==> config.mk <==
export PLATFORM = sky130hd
export DESIGN_NAME = sha3_sponge_ctrl_flat
export DESIGN_NICKNAME = d
export VERILOG_FILES = /design/src/rtl/sha3_sponge_if.sv /design/src/rtl/sha3_sponge_ctrl.sv /design/src/flat_wrapper.sv
export SDC_FILE = /design/constraint.sdc
export NUM_CORES = 2
export LEC_CHECK = 0
export CAP_MARGIN = 0
export CORE_AREA = 4 4 621 623
export CTS_CLUSTER_DIAMETER = 150
export CTS_CLUSTER_SIZE = 24
export DETAILED_ROUTE_END_ITERATION = 10
export DIE_AREA = 0 0 625 627
export PLACE_DENSITY_LB_ADDON = 0.05
export SLEW_MARGIN = 20
export SYNTH_ARGS = -nofsm -noshare
export SYNTH_HDL_FRONTEND = slang
export SYNTH_SLANG_ARGS = --single-unit
export TNS_END_PERCENT = 50
==> constraint.sdc <==
create_clock -name clk -period 3 [get_ports clk]
set_input_delay 0.6 -clock clk [delete_from_list [all_inputs] [get_ports clk]]
set_output_delay 0.6 -clock clk [all_outputs]
set_load 0.05 [all_outputs]
==> images/m2.png <==
The bar under the picture is 200 um long.
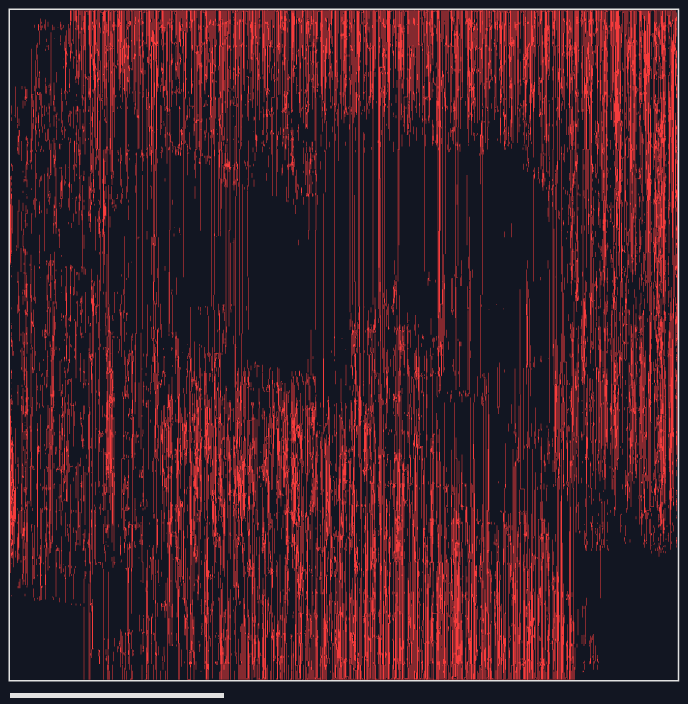
wire length on this layer: 188 mm
nets with wire on the layer: 5,824
main direction: vertical
share of all routed wire: 51%
longest straight run: 451 um
final WL: 368,900 um
met2 GRT Util: 0.3249
vias: 41,809

==> images/m4.png <==
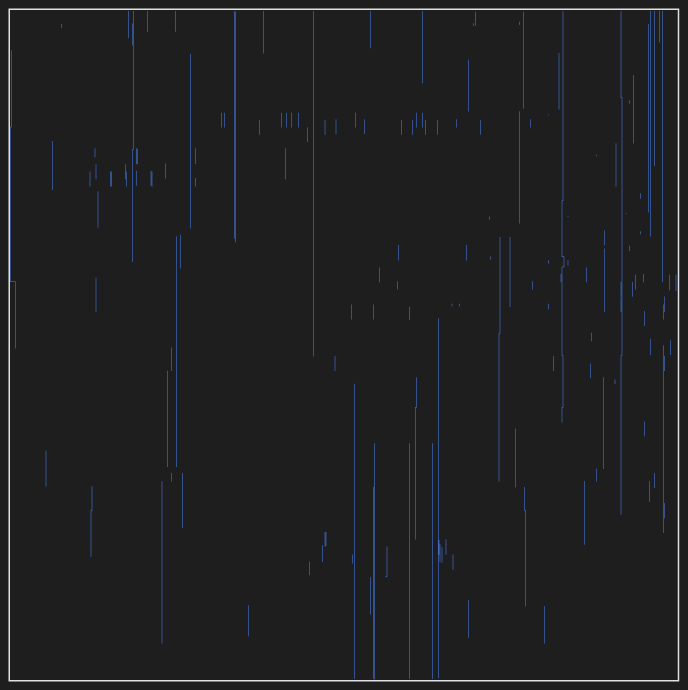
main direction: vertical
share of all routed wire: 2.2%
wire length on this layer: 8,250 um

==> images/m1.png <==
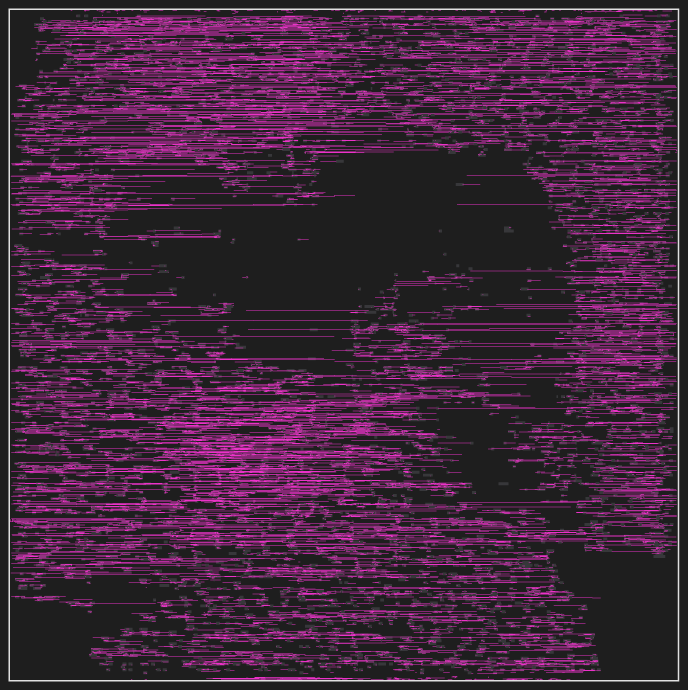
wire length on this layer: 144 mm
share of all routed wire: 39%
nets with wire on the layer: 6,464
longest straight run: 266 um
main direction: horizontal
M1 GR Usage: 0.2051

==> notes.md <==
impl run done, here's what came out: post-route ant nets=0, wire length per cell=32.09 um, vias in the first global route=41,219, Final Hold Vio Count=0, Max rail drop VDD=0.0005239 V, Synth Seq Share=0.5304, clock-pin transition on the worst setup and hold timing paths=120 ps, fraction of layout cells with a size suffix above 1=0.1084, biggest area cells=dfxtp_1 (53%), nand2_1 (11%), mux2i_1 (8.1%), a21oi_1 (7.5%), nor2_1 (2.9%), Max Slew Vio Count=0, HPWL Detailed=297,400 um, CP bufs+invs=1, EDFF count, synth=0, first-pass GRT wire length=465,300 um, CP Cell Sequence=clkdlybuf4s50_1, Synth Flop Type=dfxtp_1, status=complete, no violations, CTS tree=yes, Cell Area, Synth=41,630 um^2, CP max FO=2, root buffer cell=clkbuf_16, Yosys Instances=4,779, CP required=2400 ps, latest clock arrival within the worst-skew pair=820 ps, fin nets=6,931, syn_area_per_cell=8.712 um^2, Final Cycle Share=0.9699, Chip Area, Yosys=41,630 um^2, max incr delay on CP=900 ps, final clock skew=57.38 ps, CP startpoint kind=flop, stage-log warning count=54, Crit Path Category=reg -> out, total track usage=0.1793, Die Y=627 um, core area=380,900 um^2, Vias/cell=3.637, Fmax=343.7 MHz, max reg flops=576, 1st-iter DRT viols=2,434, setup TNS=0 ps, Ys Warns=0, Num CTS Buffers=58, Stages on worst setup path=1, FP Util=0.1093, Synth area leader=dfxtp_1, TritonRoute pass-1 iters=5, hold_buf cts=0, Worst EP arrival=2310 ps, routability cong.=0.8370, crit-path leading delay family=buffers and inverters, Mapped Nets=5,309, Registers, synthesis=1,103, largest net degree at the start of global routing=168, PwrDens=477.4 nW/um^2, Port-buffer cells=1,620, cell area after placement=66,010 um^2, fraction of registers with async set/reset=0, # H-tree levels=2, GRT overflow=0, cell count after synthesis=4,779, slowest CP cell=clkdlybuf4s50_1, Clock Path Buffers=3, top cells by count=nand2_1 (1,223), dfxtp_1 (1,103), a21oi_1 (624), reported max-cap violation count=0, Leak=0.02339 uW, initial antenna violation count=141, Hold Crit Depth=2, reg2reg path depth=9, reg2reg setup slack=120 ps, area grow syn2layout=63.14%, FP Rows=227, final worst path period need=2910 ps, Yosys top cell by instances=nand2_1, Top cell area share=0.5304, distinct lib cells=93, num ports=1,621, DRC=0, worst relative slew slack=0.1410, Chip Area=391,900 um^2, CTS sink count=1,103
-- metrics by stage --
stage | worst slack, ps | hold WS [ps] | util | std cells
floorplan | 273.0 | 460.6 | - | 4779
global placement | -768.2 | 441.8 | 0.1733 | 11372
detailed placement | -726.1 | 445.9 | 0.1733 | 11372
CTS | 7.017 | 8.836 | 0.1781 | 11456
global route | 13.51 | 68.86 | 0.1782 | 11472
finish | 90.30 | 149.6 | 0.1783 | 11496
-- layout by cell type, fill, tap and decap left out, drive strengths merged, types with 24 or more instances in the layout --
master	count
clkdlybuf4s50	1450
nand2	1228
dfxtp	1103
nand4	36
buf	482
a31o	24
nor3	68
nor3b	28
a21oi	637
clkbuf	59
a311oi	32
a211oi	47
diode	40
nand3	103
a31oi	31
o21ai	116
inv	31
mux2i	338
nor2	320
-- timing repair --
action / in CTS / in global routing
buffers inserted: 7 / 0
gates resized: 25 / 1
endpoints found under the setup margin: 43 / 2
pin swaps: 1 / 0
cloned: 0 / 0
-- cell type report --
cell class                 count  area (um^2)
fill                       42529       313000
sequential                  1103        22080
timing repair buffer        1954        19650
multi-input combinational   3262        17950
tap                         5038         6304
clock buffer                  59         1476
clock inverter                18        274.0
antenna                       40        100.1
inverter                      22        90.09
-- per-layer routing --
layer	GRT usage	wire, um	up-vias
li1	-	-	19425
met1	0.2051	144100	20674
met2	0.3249	188500	1335
met3	0.05630	27860	339
met4	0.03705	8250	36
met5	0	214	-
-- cells by family after synthesis --
logic type,synth area share
AOI/OAI and AO/OA,0.1503
xor gates and xnor gates,0.0008416
adders and majority gates,0.001202
buffers and inverters,0.04153
DFF,0.5304
muxes,0.08261
and+or+nand+nor,0.1932
-- where the power goes --
group	internal [uW]	switching (uW)
Sequential	15100	261
Clock	3780	6460
Combinational	2490	4340
No activity file was given, so power comes from the tool's default toggle rates.
